File: config.mk
export PLATFORM = sky130hd
export DESIGN_NAME = lsu_mem_ctrl_flat
export DESIGN_NICKNAME = d
export VERILOG_FILES = /design/src/rtl/lsu_mem_ctrl_pkg.sv /design/src/rtl/lsu_mem_ctrl_if.sv /design/src/rtl/lsu_mem_ctrl_lane_align.sv /design/src/rtl/lsu_mem_ctrl.sv /design/src/flat_wrapper.sv
export SDC_FILE = /design/constraint.sdc
export NUM_CORES = 1
export LEC_CHECK = 0
export ABC_AREA = 1
export CORE_MARGIN = 4
export CORE_UTILIZATION = 49
export CTS_BUF_LIST = sky130_fd_sc_hd__clkbuf_2
export CTS_CLUSTER_SIZE = 20
export DETAILED_ROUTE_END_ITERATION = 8
export PLACE_DENSITY = 0.93
export SKIP_CTS_REPAIR_TIMING = 1
export SYNTH_ARGS = -nofsm -noshare
export SYNTH_HDL_FRONTEND = slang
export SYNTH_SLANG_ARGS = --single-unit
File: constraint.sdc
create_clock -name clk -period 2.1 [get_ports clk]
set_clock_uncertainty 0.1 [all_clocks]
set_input_delay 0.315 -clock clk [delete_from_list [all_inputs] [get_ports clk]]
set_output_delay 0.315 -clock clk [all_outputs]
set_load 0.03 [all_outputs]
File: src/rtl/lsu_mem_ctrl_pkg.sv
// Shared types and constants for the memory-stage load/store sequencer.
// Holds the access-size encodings, the FSM state type and the alignment rule.
package lsu_pkg;

    localparam logic [2:0] MODE_NONE = 3'b000;
    localparam logic [2:0] MODE_W    = 3'b001;
    localparam logic [2:0] MODE_H    = 3'b010;
    localparam logic [2:0] MODE_B    = 3'b011;
    localparam logic [2:0] MODE_HU   = 3'b100;
    localparam logic [2:0] MODE_BU   = 3'b101;

    typedef enum logic [1:0] {
        IDLE    = 2'd0,
        ISSUE   = 2'd1,
        WAIT_RD = 2'd2,
        DONE    = 2'd3
    } lsu_state_t;

    // Byte accesses are never misaligned; halves need a[0]=0, words a[1:0]=0.
    function automatic logic is_misaligned(input logic [2:0] mode, input logic [1:0] addr_lo);
        logic mis;
        case (mode)
            MODE_W:         mis = (addr_lo != 2'b00);
            MODE_H, MODE_HU: mis = addr_lo[0];
            default:        mis = 1'b0;
        endcase
        return mis;
    endfunction

endpackage

File: src/rtl/lsu_mem_ctrl_if.sv
// Valid/ready data-memory bus between the load/store sequencer and memory.
// master = sequencer side, slave = memory side.
interface lsu_mem_ctrl_if;

    logic        mem_valid;
    logic        mem_ready;
    logic        mem_we;
    logic [31:0] mem_addr;
    logic [31:0] mem_wdata;
    logic [3:0]  mem_wstrb;
    logic [31:0] mem_rdata;
    logic        mem_rvalid;

    modport master (
        output mem_valid, mem_we, mem_addr, mem_wdata, mem_wstrb,
        input  mem_ready, mem_rdata, mem_rvalid
    );

    modport slave (
        input  mem_valid, mem_we, mem_addr, mem_wdata, mem_wstrb,
        output mem_ready, mem_rdata, mem_rvalid
    );

endinterface

File: src/rtl/lsu_mem_ctrl_lane_align.sv
// Combinational byte-lane steering: store replication and strobes on the way out,
// load lane select with sign/zero extension on the way back.
module lsu_lane_align
    import lsu_pkg::*;
(
    input  logic [2:0]  st_mode_i,
    input  logic [1:0]  st_addr_i,
    input  logic [31:0] st_data_i,
    output logic [31:0] st_wdata_o,
    output logic [3:0]  st_wstrb_o,
    input  logic [2:0]  ld_mode_i,
    input  logic [1:0]  ld_addr_i,
    input  logic [31:0] ld_rdata_i,
    output logic [31:0] ld_data_o
);

    logic [7:0]  byte_s;
    logic [15:0] half_s;

    // Store side: replicate the datum across every lane and enable only the addressed ones.
    always_comb begin
        st_wdata_o = st_data_i;
        st_wstrb_o = 4'b1111;
        case (st_mode_i)
            MODE_B, MODE_BU: begin
                st_wdata_o = {4{st_data_i[7:0]}};
                st_wstrb_o = 4'b0001 << st_addr_i;
            end
            MODE_H, MODE_HU: begin
                st_wdata_o = {2{st_data_i[15:0]}};
                st_wstrb_o = st_addr_i[1] ? 4'b1100 : 4'b0011;
            end
            default: begin
                st_wdata_o = st_data_i;
                st_wstrb_o = 4'b1111;
            end
        endcase
    end

    // Load side: pick the addressed byte/half, then extend according to the mode.
    always_comb begin
        case (ld_addr_i)
            2'd0:    byte_s = ld_rdata_i[7:0];
            2'd1:    byte_s = ld_rdata_i[15:8];
            2'd2:    byte_s = ld_rdata_i[23:16];
            default: byte_s = ld_rdata_i[31:24];
        endcase
        half_s = ld_addr_i[1] ? ld_rdata_i[31:16] : ld_rdata_i[15:0];
        case (ld_mode_i)
            MODE_B:  ld_data_o = {{24{byte_s[7]}}, byte_s};
            MODE_BU: ld_data_o = {24'd0, byte_s};
            MODE_H:  ld_data_o = {{16{half_s[15]}}, half_s};
            MODE_HU: ld_data_o = {16'd0, half_s};
            default: ld_data_o = ld_rdata_i;
        endcase
    end

endmodule

File: src/rtl/lsu_mem_ctrl.sv
// Memory-stage load/store sequencer: runs one valid/ready access per M instruction,
// stalls IF..M while it is outstanding, and bounds the wait with a timeout.
module lsu_mem_ctrl
    import lsu_pkg::*;
#(
    parameter int DATA_WIDTH = 32,
    parameter int TIMEOUT    = 16
) (
    input  logic                  clk,
    input  logic                  rst_n,
    input  logic                  MemReadM,
    input  logic                  MemWriteM,
    input  logic [2:0]            modeBUM,
    input  logic [DATA_WIDTH-1:0] ALUResultM,
    input  logic [DATA_WIDTH-1:0] WriteDataM,
    output logic                  StallM,
    output logic [DATA_WIDTH-1:0] ReadDataM,
    output logic                  MisalignM,
    output logic                  BusErrM,
    lsu_mem_ctrl_if.master        mem
);

    localparam int CNT_W = 16;

    lsu_state_t            state_q, state_d;
    logic [DATA_WIDTH-1:0] addr_q, addr_d;
    logic                  we_q, we_d;
    logic [2:0]            mode_q, mode_d;
    logic [DATA_WIDTH-1:0] wdata_q, wdata_d;
    logic [3:0]            wstrb_q, wstrb_d;
    logic [DATA_WIDTH-1:0] rdata_q, rdata_d;
    logic                  err_q, err_d;
    logic [CNT_W-1:0]      cnt_q, cnt_d;

    logic                  req_s;
    logic                  mis_s;
    logic                  start_s;
    logic                  tmo_s;
    logic [31:0]           st_wdata_s;
    logic [3:0]            st_wstrb_s;
    logic [31:0]           ld_data_s;

    lsu_lane_align u_lane_align (
        .st_mode_i  (modeBUM),
        .st_addr_i  (ALUResultM[1:0]),
        .st_data_i  (WriteDataM),
        .st_wdata_o (st_wdata_s),
        .st_wstrb_o (st_wstrb_s),
        .ld_mode_i  (mode_q),
        .ld_addr_i  (addr_q[1:0]),
        .ld_rdata_i (mem.mem_rdata),
        .ld_data_o  (ld_data_s)
    );

    // Request decode; gated by rst_n so every output reads 0 while reset is held.
    always_comb begin
        req_s   = rst_n && (MemReadM || MemWriteM) && (modeBUM != MODE_NONE);
        mis_s   = is_misaligned(modeBUM, ALUResultM[1:0]);
        start_s = req_s && !mis_s;
        tmo_s   = (TIMEOUT != 0) && (cnt_q == CNT_W'(TIMEOUT - 1));
    end

    // Next-state and datapath updates of the access sequencer.
    always_comb begin
        state_d = state_q;
        addr_d  = addr_q;
        we_d    = we_q;
        mode_d  = mode_q;
        wdata_d = wdata_q;
        wstrb_d = wstrb_q;
        rdata_d = rdata_q;
        err_d   = err_q;
        cnt_d   = cnt_q;
        case (state_q)
            IDLE: begin
                if (start_s) begin
                    state_d = ISSUE;
                    addr_d  = ALUResultM;
                    we_d    = MemWriteM;
                    mode_d  = modeBUM;
                    wdata_d = st_wdata_s;
                    wstrb_d = MemWriteM ? st_wstrb_s : 4'b0000;
                    err_d   = 1'b0;
                    cnt_d   = {CNT_W{1'b0}};
                end else begin
                    state_d = IDLE;
                end
            end
            ISSUE: begin
                cnt_d = cnt_q + {{(CNT_W-1){1'b0}}, 1'b1};
                if (mem.mem_ready && (we_q || mem.mem_rvalid)) begin
                    state_d = DONE;
                    rdata_d = we_q ? rdata_q : ld_data_s;
                end else if (tmo_s) begin
                    state_d = DONE;
                    err_d   = 1'b1;
                    rdata_d = {DATA_WIDTH{1'b0}};
                end else if (mem.mem_ready) begin
                    state_d = WAIT_RD;
                end else begin
                    state_d = ISSUE;
                end
            end
            WAIT_RD: begin
                cnt_d = cnt_q + {{(CNT_W-1){1'b0}}, 1'b1};
                if (mem.mem_rvalid) begin
                    state_d = DONE;
                    rdata_d = ld_data_s;
                end else if (tmo_s) begin
                    state_d = DONE;
                    err_d   = 1'b1;
                    rdata_d = {DATA_WIDTH{1'b0}};
                end else begin
                    state_d = WAIT_RD;
                end
            end
            DONE: begin
                state_d = IDLE;
                err_d   = 1'b0;
            end
            default: begin
                state_d = IDLE;
            end
        endcase
    end

    // State and captured-access registers; reset abandons any in-flight access.
    always_ff @(posedge clk or negedge rst_n) begin
        if (!rst_n) begin
            state_q <= IDLE;
            addr_q  <= {DATA_WIDTH{1'b0}};
            we_q    <= 1'b0;
            mode_q  <= MODE_NONE;
            wdata_q <= {DATA_WIDTH{1'b0}};
            wstrb_q <= 4'b0000;
            rdata_q <= {DATA_WIDTH{1'b0}};
            err_q   <= 1'b0;
            cnt_q   <= {CNT_W{1'b0}};
        end else begin
            state_q <= state_d;
            addr_q  <= addr_d;
            we_q    <= we_d;
            mode_q  <= mode_d;
            wdata_q <= wdata_d;
            wstrb_q <= wstrb_d;
            rdata_q <= rdata_d;
            err_q   <= err_d;
            cnt_q   <= cnt_d;
        end
    end

    // Output drive: bus fields come straight from the captured registers.
    always_comb begin
        StallM        = (state_q == IDLE && start_s) || (state_q == ISSUE) || (state_q == WAIT_RD);
        MisalignM     = (state_q == IDLE) && req_s && mis_s;
        BusErrM       = (state_q == DONE) && err_q;
        ReadDataM     = rdata_q;
        mem.mem_valid = (state_q == ISSUE);
        mem.mem_we    = we_q;
        mem.mem_addr  = {addr_q[31:2], 2'b00};
        mem.mem_wdata = wdata_q;
        mem.mem_wstrb = wstrb_q;
    end

endmodule

File: src/flat_wrapper.sv
// flat-port wrapper written by rule: the top's interface ports become plain ports
module lsu_mem_ctrl_flat import lsu_pkg::*;
#(
    parameter int DATA_WIDTH = 32,
    parameter int TIMEOUT    = 16
)
  (clk, rst_n, MemReadM, MemWriteM, modeBUM, ALUResultM, WriteDataM, StallM, ReadDataM, MisalignM, BusErrM, mem_mem_valid, mem_mem_we, mem_mem_addr, mem_mem_wdata, mem_mem_wstrb, mem_mem_ready, mem_mem_rdata, mem_mem_rvalid);
  lsu_mem_ctrl_if mem_i ();
  input  logic clk;
  input  logic rst_n;
  input  logic MemReadM;
  input  logic MemWriteM;
  input  logic [2:0] modeBUM;
  input  logic [DATA_WIDTH-1:0] ALUResultM;
  input  logic [DATA_WIDTH-1:0] WriteDataM;
  output logic StallM;
  output logic [DATA_WIDTH-1:0] ReadDataM;
  output logic MisalignM;
  output logic BusErrM;
  output wire logic [$bits(mem_i.mem_valid)-1:0] mem_mem_valid;
  output wire logic [$bits(mem_i.mem_we)-1:0] mem_mem_we;
  output wire logic [$bits(mem_i.mem_addr)-1:0] mem_mem_addr;
  output wire logic [$bits(mem_i.mem_wdata)-1:0] mem_mem_wdata;
  output wire logic [$bits(mem_i.mem_wstrb)-1:0] mem_mem_wstrb;
  input wire logic [$bits(mem_i.mem_ready)-1:0] mem_mem_ready;
  input wire logic [$bits(mem_i.mem_rdata)-1:0] mem_mem_rdata;
  input wire logic [$bits(mem_i.mem_rvalid)-1:0] mem_mem_rvalid;
  assign mem_mem_valid = mem_i.mem_valid;
  assign mem_mem_we = mem_i.mem_we;
  assign mem_mem_addr = mem_i.mem_addr;
  assign mem_mem_wdata = mem_i.mem_wdata;
  assign mem_mem_wstrb = mem_i.mem_wstrb;
  assign mem_i.mem_ready = mem_mem_ready;
  assign mem_i.mem_rdata = mem_mem_rdata;
  assign mem_i.mem_rvalid = mem_mem_rvalid;
  lsu_mem_ctrl #(.DATA_WIDTH(DATA_WIDTH), .TIMEOUT(TIMEOUT)) u_core (.clk(clk), .rst_n(rst_n), .MemReadM(MemReadM), .MemWriteM(MemWriteM), .modeBUM(modeBUM), .ALUResultM(ALUResultM), .WriteDataM(WriteDataM), .StallM(StallM), .ReadDataM(ReadDataM), .MisalignM(MisalignM), .BusErrM(BusErrM), .mem(mem_i));
endmodule
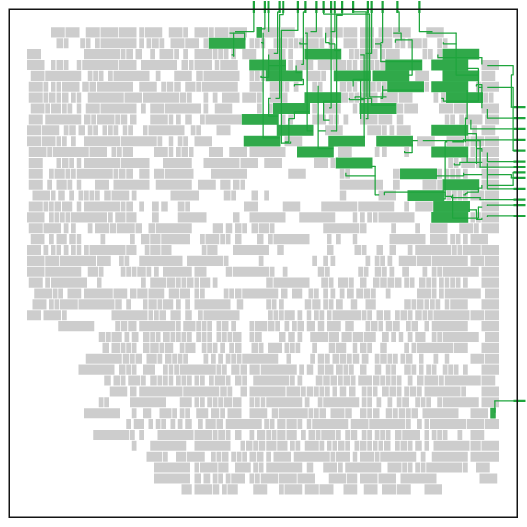
Run 1: wires at chosen ports, followed through buffers
(4 px per µm)
legend:
  green:
    port: `mem_mem_addr`
    bits: 32
    direction: output
    end_cells: 32
    buffers: 30
    wire: 947 µm

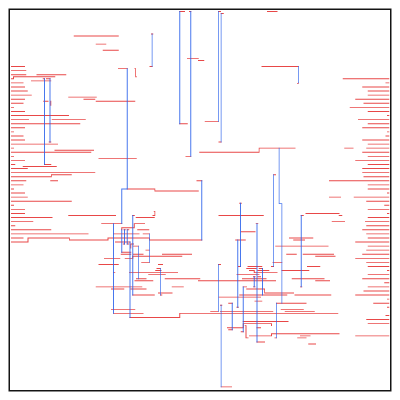
Run 1: metal layers overlaid
(3 px per µm) Only two layers are drawn.
legend:
  red:
    layer: met3
    wire_length: 1740 µm
  blue:
    layer: met4
    wire_length: 713 µm

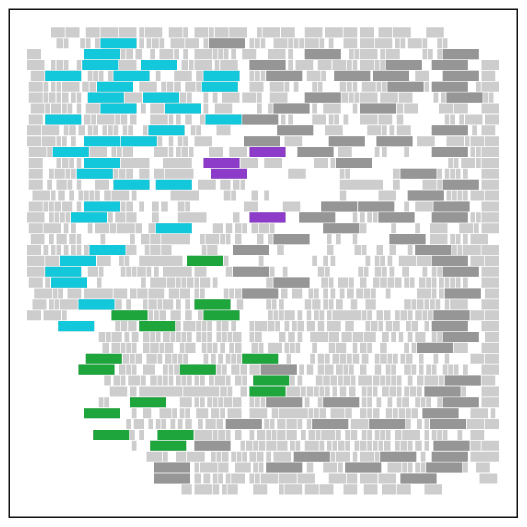
Run 1: where the registers sit
(4 px per µm)
legend:
  purple:
    netlist_name: `u_core.mem.mem_wstrb`
    placed_flops: 4
  cyan:
    netlist_name: `u_core.mem.mem_wdata`
    placed_flops: 32
  green:
    netlist_name: `u_core.cnt_q`
    placed_flops: 16
not coloured: 71
fraction of area in registers: 31.35%
sequential power: 3.82 mW

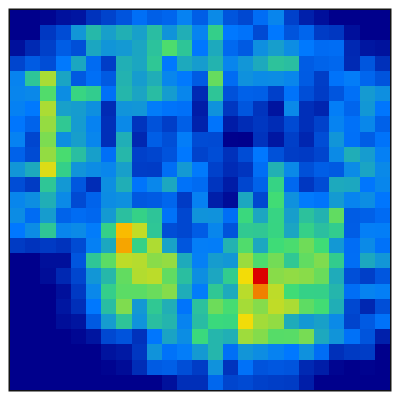
Run 1: wiring heat map
(3 px per µm) 25 x 25 tiles, from dark blue (low) to red (high), scaled to the fullest tile. Values are wire area over tile area, all layers added.
nearly empty tiles: 10%
fullest tile: 0.84
mean over tiles: 0.22
emptiest ninth of the die: lower left

## run 1: routing by layer
layer  track usage (%)  vias up  part of all wire (%)
li1                  -     3451                     -
met2             41.22      351                    49
met3             5.684       73                   8.2
met1             31.15     3272                    39
met5                 0        -                     0
met4             11.86        0                   3.4
## run 1: cells by family (layout without fill, tap and decap cells)
| group | count (synthesis) | after routing | share of synthesized area, % |
|---|---|---|---|
| AOI/OAI and AO/OA | 108 | 108 | 8.382 |
| adders and majority gates | 6 | 6 | 1.089 |
| other | 1 | 2 | 0.05437 |
| buffers and inverters | 139 | 363 | 10.83 |
| xor gates and xnor gates | 6 | 6 | 0.7620 |
| and+or+nand+nor | 590 | 590 | 34.25 |
| DFF | 123 | 123 | 44.63 |
==> results.txt, run 1 <==
Status: complete, but fails checks
Failing checks: negative setup slack
Top Consumer: combinational cells
Minimum clock period: 2334 ps
HP Start: ALUResultM[28]
Filler instances: 1053
Cell family with the largest share of critical-path delay: flip-flops
Dpl hpwl: 15080 µm
RR Endpoint: u_core.ReadDataM[28]
Comb gates: 712
Top area contributor share: 44.63%
Post-layout util: 71.01%
Max-slew headroom: 50.79%
Vias in the first global route: 6741
Clock power share: 13.1%
Register area share after synthesis: 44.63%
Final instance area: 9818 µm²
Levels on crit path: 6
Final setup viols: 4
Hold Crit Class: input pin to flip-flop
Drt first pass iters: 6
ANT nets after route: 0
Synthesis area per yosys: 6897 µm²
Synthesis Warnings: 0
Async S/R FF share, synth: 100.0%
Worst-margin pin slew: 736.0 ps
Reg clk slew, reported paths: 180 ps
Post-Synthesis Cells: 973
Worst EP arrival: 1920 ps
Clock network area share: 2.523%
Max-cap check violation count: 0
Die H: 126.6 µm
Total CTS buffers: 17
I/O Buffers: 207
Routed WL: 21230 µm
Period utilization: 111.1%
CTS sink cnt: 123
Worst R2R Path Depth: 5
Final WS setup: -233.8 ps
==> run 1 -> run 2 <==
Settings changed: CTS_CLUSTER_DIAMETER set to 120.
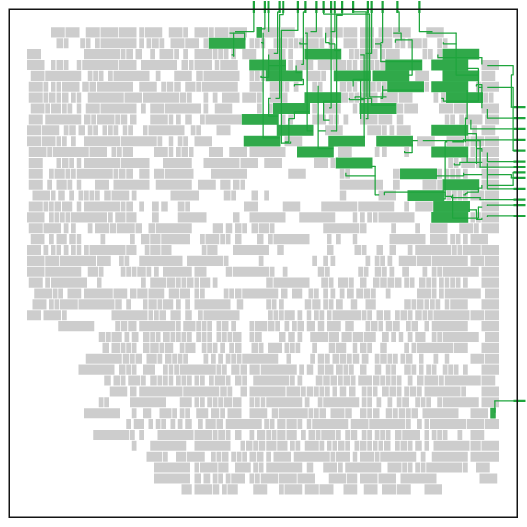
Run 2: wires at chosen ports, followed through buffers
(4 px per µm)
legend:
  green:
    port: `mem_mem_addr`
    bits: 32
    direction: output
    end_cells: 32
    buffers: 30
    wire: 947 µm
I/O Buffers: 207
Ports: 210

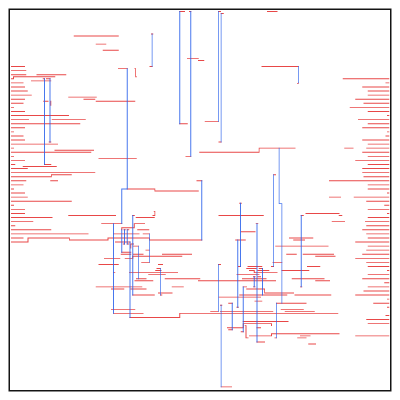
Run 2: metal layers overlaid
(3 px per µm) Only two layers are drawn.
legend:
  red:
    layer: met3
    wire_length: 1740 µm
  blue:
    layer: met4
    wire_length: 713 µm

==> run 2 against run 1 <==
  * The flow still finishes with violations (negative setup slack)
  * Final area unchanged
  * Register-to-register slack about the same
  * Critical path depth unchanged
  * Clock power about the same
  * Sequential power about the same
  * Via count unchanged
  * Sequential cell count unchanged
  * Utilization unchanged
  * Combinational power about the same
  * Fmax unchanged
  * Final cell count unchanged
  * Critical endpoint unchanged
==> results.txt, run 2 <==
Worst R2R Path Depth: 5 (unchanged)
GRT busiest layer: met2
Status: complete, but fails checks
Register area share after synthesis: 44.63% (unchanged)
Routed wl met3: 1736 µm (unchanged)
Reg clk slew, reported paths: 180 ps (about the same)
Post-layout util: 71.01% (unchanged)
Comb gates: 712 (unchanged)
Non-clk buf share: 29.50%
Vias in the first global route: 6741 (unchanged)
Setup CP Type: flip-flop to output port
Net switching power: 5.686 mW
Worst EP arrival: 1920 ps (about the same)
Synth mux share: 0% (unchanged)
Post-Synthesis Cells: 973 (unchanged)
Routed WL: 21230 µm (unchanged)
Area occupied by registers: 3078 µm²
Async S/R FF share, synth: 100.0% (unchanged)
Total CTS buffers: 17 (unchanged)
Period utilization: 111.1% (unchanged)
Combinational Power: 6.78 mW
Die H: 126.6 µm (unchanged)
Max-slew headroom: 50.79% (unchanged)
Basic Gates by Area: 34.25% (unchanged)
HP Start: ALUResultM[28]
Final setup viols: 4 (unchanged)
Levels on crit path: 6 (unchanged)
RR Endpoint: u_core.ReadDataM[28]
GR Util met2: 41.22% (unchanged)
Failing checks: negative setup slack
Worst-margin pin slew: 736.0 ps (unchanged)
Post-Synth Adder-Cell Area: 1.089% (unchanged)
Sequential power: 3.82 mW (about the same)
ANT nets after route: 0 (unchanged)
Final WS setup: -233.8 ps (unchanged)
Synthesis area per yosys: 6897 µm² (unchanged)
CTS sink cnt: 123 (unchanged)
Post-Synth AOI/OAI Area: 8.382% (unchanged)
Dpl hpwl: 15080 µm (unchanged)
Top routing layer in use: met4
Synthesis Warnings: 0 (unchanged)
Met3 Use GR: 5.684% (unchanged)
Drt first pass iters: 6 (unchanged)
Fraction of area in registers: 31.35% (unchanged)
Met1 usage: 31.15% (unchanged)
Max-cap check violation count: 0 (unchanged)
Filler instances: 1053 (unchanged)
Hold Crit Class: input pin to flip-flop
Minimum clock period: 2334 ps (unchanged)
Clock network area share: 2.523% (unchanged)
run 2: cell counts after synthesis:
Identical to the previous run, type by type.
run 2: cell families (layout without fill, tap and decap cells):
group | count (synthesis) | in the layout
AOI/OAI and AO/OA | 108 | 108
xor gates and xnor gates | 6 | 6
adders and majority gates | 6 | 6
buffers and inverters | 139 | 363
DFF | 123 | 123
other | 1 | 2
and+or+nand+nor | 590 | 590
run 2: through the flow:
step | area, µm² | hold slack (ps)
5_1_grt | 9818 | -3.338
3_3_place_gp | 9140 | 348.9
3_5_place_dp | 9140 | 346.7
6_report | 9818 | 21.19
2_1_floorplan | 6900 | -80.59
4_1_cts | 9388 | -492.6
Power is estimated from default activity; no workload was simulated.
